==> config.mk <==
export PLATFORM = sky130hd
export DESIGN_NAME = time_upd_sched
export DESIGN_NICKNAME = d
export VERILOG_FILES = /design/src/rtl/time_upd_sched_pkg.sv /design/src/rtl/btn_repeat.sv /design/src/rtl/time_upd_sched.sv
export SDC_FILE = /design/constraint.sdc
export NUM_CORES = 1
export LEC_CHECK = 0
export CAP_MARGIN = 20
export CORE_AREA = 2 2 91 93
export CTS_BUF_LIST = sky130_fd_sc_hd__clkbuf_8
export DETAILED_ROUTE_END_ITERATION = 12
export DIE_AREA = 0 0 93 95
export GPL_ROUTABILITY_DRIVEN = 0
export SLEW_MARGIN = 10
export SYNTH_ARGS = -nofsm -noshare
export SYNTH_HDL_FRONTEND = slang
export SYNTH_SLANG_ARGS = --single-unit
==> constraint.sdc <==
create_clock -name i_clk -period 2.19 [get_ports i_clk]
set_clock_uncertainty 0.05 [all_clocks]
set_input_delay 0.3285 -clock i_clk [delete_from_list [all_inputs] [get_ports i_clk]]
set_output_delay 0.3285 -clock i_clk [all_outputs]
set_load 0.005 [all_outputs]
==> run_1/zoom.png <==
Window x 60 to 80, y 14 to 34 µm. Cells in grey, sequential cells in the stronger grey; small squares are vias.
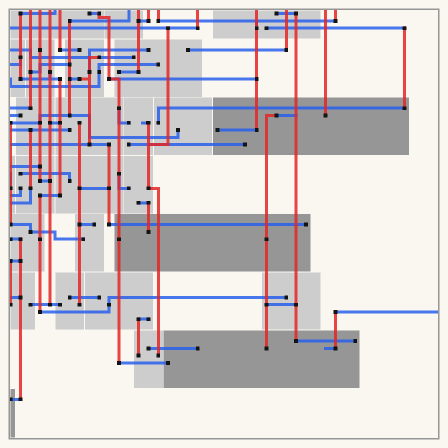
colour	layer
red	met2
blue	met1
most frequent	nor2_1 (5)
cells with their middle in the window	20
sequential cells in the window	3

==> run_1/registers.png <==
Drawn at 4 px/µm. Other sequential cells in the stronger grey, the rest of the logic in the fainter grey.
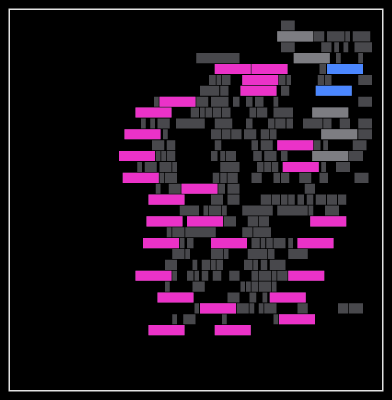
colour	name in the netlist	flops
magenta	r_presc	27
blue	o_upd_op	2
Final Util: 29.1%
Register Area: 851 µm²
Seq area share: 36.9%

==> run_1/metal_stack.png <==
Drawn at 4 px/µm.
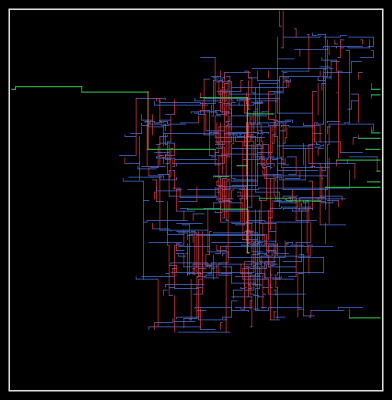
colour	layer	wire length
green	met3	158 µm
blue	met1	1840 µm
red	met2	1790 µm
orange	met4	53.0 µm
final WL: 3840 µm
routed vias: 1485

==> run_1/final_congestion.png <==
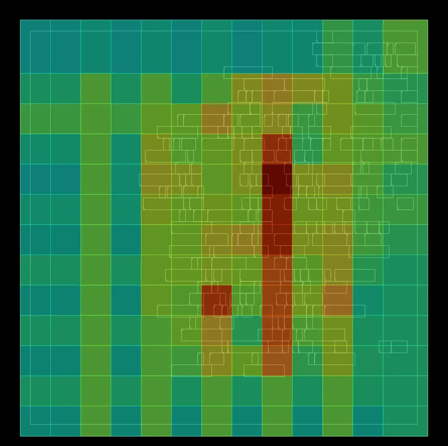
met2 usage: 14.9%
GR Util met3: 3.03%
met1 usage: 12.1%
GRT Max-Usage Layer: met2

==> impl_metrics.csv, run 1 <==
group,metric,value,unit
synthesis,yosys_cells,196,
global_route,grt_pass1_wl,6530,µm
die,die_y,95,µm
synthesis,flop_cell,"dfrtp_1",
cells_and_area,drive_gt1_share,13.1,%
cells_and_area,layoutNonFillerInstCount,327,
route,drc,0,
die,rows,33,
synthesis,postSynthCellCount,196,
cells_and_area,layout_top_cell,"dfrtp_1",
cells_and_area,final_nets,233,
power_and_ir_drop,seq-power,638,µW
route,drt_pre_antenna_iters,4,
clocking,cts_buffer_depth,2,
synthesis,ys_seq_elements,34,
route,drt_iter0_markers,65,
power_and_ir_drop,p_int,1.00,mW
final_timing,final_max_slew_viol_count,0,
clocking,h-tree-depth,2,
cells_and_area,final_area,2310,µm²
setup_path,start_kind,"flip-flop",
clocking,cts_tree,"yes",
global_route,overflow,0,
synthesis,ys_warn_count,0,
cells_and_area,lay_top_cells,"34 x dfrtp_1, 31 x nor2_1, 15 x xnor2_1",
synthesis,floorplan.nets,208,
die,initial_core_util,23.9,%
route,top_layer_used,"met4",
run_status,status,"complete, no violations",
route,via_per_inst,4.54,
synthesis,common_cells,"34 x dfrtp_1, 31 x nor2_1, 15 x xnor2_1, 13 x a21oi_1, 12 x nand3_1",
synthesis,ys_seq_share,44.9,%
die,ioPinCount,13,
setup_path,setup.worst_path.class,"reg -> reg",
final_timing,tightest_slew,0.411,ns
setup_path,r2r_setup_slack,0.19,ns
synthesis,netlist.area_leader.share,44.9,%
synthesis,ys_area,1900,µm²
setup_path,reg2regPathDepth,5,
run,drv_cap,0,
place,placed_area,2200,µm²
power_and_ir_drop,p_clk_share,44.2,%
place,portBuffers,12,
clocking,clkLatencyLatePin,0.29,ns
final_timing,hold_ws,0.399,ns
clocking,cts_resized,0,
setup_path,cp_max_fo,7,
final_timing,rsz0062_at_grt,"false",
clocking,cts.sinks,34,
place,dp.cells,319,
synthesis,synth-async-reset-ratio,100,%
clocking,path_clk_slew,0.07,ns
route,wl_met2,1790,µm
run,warning_count,28,
power_and_ir_drop,p_comb,72.1,µW
power_and_ir_drop,p_per_area,552,nW/µm²
global_route,antenna_found_initial,0,
setup_path,required,2.36,ns
clocking,cts-hold-fix-buffers,0,
power_and_ir_drop,p_clk,563,µW
cells_and_area,antenna_cells,0,
final_timing,max_freq,499,MHz
power_and_ir_drop,seqPwrFrac,50.1,%
setup_path,crit_arrival,2.17,ns
power_and_ir_drop,p_sw,273,µW
synthesis,area_leaders,"dfrtp_1 45%, xnor2_1 6.9%, nor2_1 6.1%",
global_route,grt.total_usage,9.39,%
synthesis,synth.distinct_cells,40,
final_timing,hold_viol,0,
==> run 1: worst max-delay path: stages (launching register included) <==
cell	delay (ns)
dfrtp_1	0.47
nand4_4	0.20
nor4_2	0.46
nand4_1	0.18
or4_1	0.42
a21oi_1	0.15
==> run 1: kinds of logic after synthesis <==
| family | Yosys count | synth area share, % |
|---|---|---|
| compound gates | 27 | 8.32 |
| flops | 34 | 44.9 |
| simple gates | 101 | 31.9 |
| fa+ha+maj | 4 | 2.64 |
| xor+xnor | 19 | 8.78 |
| buf+inv | 11 | 3.50 |
==> run 1: final cells by class <==
class	count	area, µm²
Clock inverter	3	41.3
Fill cell	845	5620
Tap cell	105	131
Multi-Input combinational cell	151	978
Timing Repair Buffer	23	215
Clock buffer	5	68.8
Inverter	6	22.5
Sequential cell	34	851
==> run_1/clock_map.png <==
Drawn at 3 px/µm.
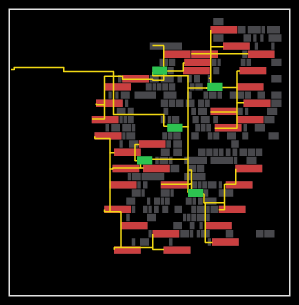

## Run 2: what changed since run 1
--- a/config.mk
+++ b/config.mk
@@ -5,12 +5,14 @@
 export SDC_FILE = /design/constraint.sdc
 export NUM_CORES = 1
 export LEC_CHECK = 0
+export ABC_AREA = 1
 export CAP_MARGIN = 20
-export CORE_AREA = 2 2 91 93
+export CORE_AREA = 2 2 99 101
 export CTS_BUF_LIST = sky130_fd_sc_hd__clkbuf_8
 export DETAILED_ROUTE_END_ITERATION = 12
-export DIE_AREA = 0 0 93 95
+export DIE_AREA = 0 0 101 103
 export GPL_ROUTABILITY_DRIVEN = 0
+export REMOVE_ABC_BUFFERS = 1
 export SLEW_MARGIN = 10
 export SYNTH_ARGS = -nofsm -noshare
 export SYNTH_HDL_FRONTEND = slang
==> run_2/clock_map.png <==
Drawn at 3 px/µm.
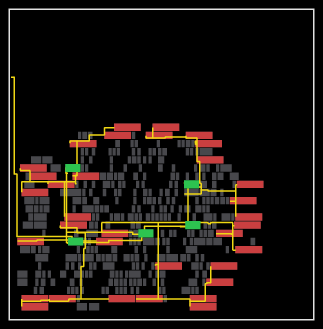
[green] cells driving clock nets | count: 5
[yellow] clock wires | length: 571 µm
[red] flip-flops | count: 34
routed clock nets	6
clock share of power: 38.9%
clk pwr: 494 µW

==> run 2 against run 1 <==
Compared with the run above:
- fmax grew 20%
- hold slack got worse by 0.36 ns
- combinational power up about 60%
- design area is 13% higher
- critical path type is now in -> reg
- sequential share of layout area fell by 4.1 points
- sequential cell count stayed put
- via count grew 36%
- largest power group unchanged
- non-clock buffer count fell by 9
- cell count is 40% higher
- sequential power increased by 3.4%
==> impl_metrics.csv, run 2 <==
group,metric,value,unit
synthesis,flop_cell,"dfrtp_1",
power_and_ir_drop,seqPwrFrac,52.0,%
cells_and_area,drive_gt1_share,12.2,%
route,drt-total-wl,5360,µm
route,via_per_inst,4.41,
synthesis,netlist.area_leader.share,37.5,%
setup_path,r2r_setup_slack,0.53,ns
route,drc,0,
setup_path,max_stage_delay,0.44,ns
cells_and_area,antenna_cells,0,
synthesis,ys_seq_share,37.5,%
synthesis,ys_seq_elements,34,
synthesis,synth-async-reset-ratio,100,%
global_route,met2_usage,18.3,%
synthesis,ys_area,2270,µm²
clocking,cts.sinks,34,
power_and_ir_drop,p_per_area,488,nW/µm²
setup_path,cp_top_family,"buffers and inverters",
global_route,grt.total_usage,11.8,%
setup_path,critPathSlowestCell,"clkdlybuf4s50_1",
power_and_ir_drop,p_sw,330,µW
power_and_ir_drop,p_comb,115,µW
final_timing,rsz0062_at_grt,"false",
synthesis,postSynthCellCount,324,
setup_path,cp_cell_sequence,"clkdlybuf4s50_1 -> nor2_1 -> inv_1 -> nor3_1 -> inv_1 -> ha_1 -> o211a_1 -> nand2_1 -> inv_1",
power_and_ir_drop,p_int,939,µW
route,num_vias,2015,
cells_and_area,final_area,2600,µm²
synthesis,area_leaders,"dfrtp_1 37%, nand2_1 14%, nor2_1 10%",
route,met1Wirelength,2630,µm
global_route,grtUsageMet1,15.5,%
run,warning_count,27,
cells_and_area,lay_top_cells,"86 x nand2_1, 62 x nor2_1, 42 x inv_1",
route,wl_met2,2350,µm
route,drt_iter0_markers,146,
setup_path,reg2regPathDepth,8,
global_route,grt_pass1_wl,9520,µm
final_timing,hold_viol,0,
global_route,grt_max_degree,35,
synthesis,common_cells,"86 x nand2_1, 62 x nor2_1, 41 x inv_1, 34 x dfrtp_1, 16 x nand3_1",
run_status,status,"complete, no violations",
clocking,cts-hold-fix-buffers,0,
place,placed_area,2510,µm²
final_timing,final_max_slew_viol_count,0,
clocking,cts_tree,"yes",
cells_and_area,layoutNonFillerInstCount,457,
synthesis,yosys_cells,324,
setup_path,crit_path_frequent_cell,"inv_1",
clocking,path_clk_slew,0.08,ns
die,die_area,10400,µm²
run,drv_cap,0,
final_timing,tightest_slew,0.761,ns
synthesis,yosys.area.top_type,"dfrtp_1",
global_route,overflow,0,
final_timing,max_freq,597,MHz
place,portBuffers,12,
setup_path,start_kind,"primary input",
cells_and_area,final_nets,354,
final_timing,hold_ws,0.0433,ns
synthesis,ys_warn_count,0,
setup_path,setup.worst_path.class,"in -> reg",
setup_path,cp_max_fo,3,
power_and_ir_drop,seq-power,660,µW
route,met3_length,271,µm
setup_path,cp_num_cells,9,
cells_and_area,fin_util,27.5,%
route,drt_pre_antenna_iters,4,
setup_path,crit_arrival,1.81,ns
synthesis,synth.distinct_cells,27,
cells_and_area,layout_top_cell,"nand2_1",
synthesis,synth_area,2270,µm²
clocking,cts_buffer_depth,2,
setup_path,path_buffers,4,
global_route,antenna_found_initial,0,
place,dp.cells,449,
die,die_y,103,µm
setup_path,required,2.33,ns
clocking,h-tree-depth,2,
die,rows,36,
global_route,met3_usage,3.05,%
power_and_ir_drop,power_frac_comb,9.1,%
clocking,clkLatencyLatePin,0.30,ns
global_route,gr-max-usage-layer,"met2",
die,initial_core_util,24.0,%
route,top_layer_used,"met4",
die,ioPinCount,13,
run 2: cells by family (layout without fill, tap and decap cells):
| group | Yosys count | count (layout) | share of synthesized area [%] |
|---|---|---|---|
| AND-OR/OR-AND | 20 | 20 | 4.85 |
| XOR/XNOR | 8 | 8 | 3.09 |
| adder cells (fa/ha/maj) | 4 | 4 | 2.21 |
| buffers and inverters | 49 | 68 | 9.21 |
| flip-flops | 34 | 34 | 37.5 |
| AND/OR/NAND/NOR | 209 | 209 | 43.2 |
run 2: area by class of cell:
class	count	area (µm²)
Inverter	46	175
Multi-Input combinational cell	241	1210
Clock inverter	2	8.76
Clock buffer	6	82.6
Fill cell	1059	6860
Sequential cell	34	851
Tap cell	114	143
Timing Repair Buffer	14	130
No activity file was given, so power comes from the tool's default toggle rates.
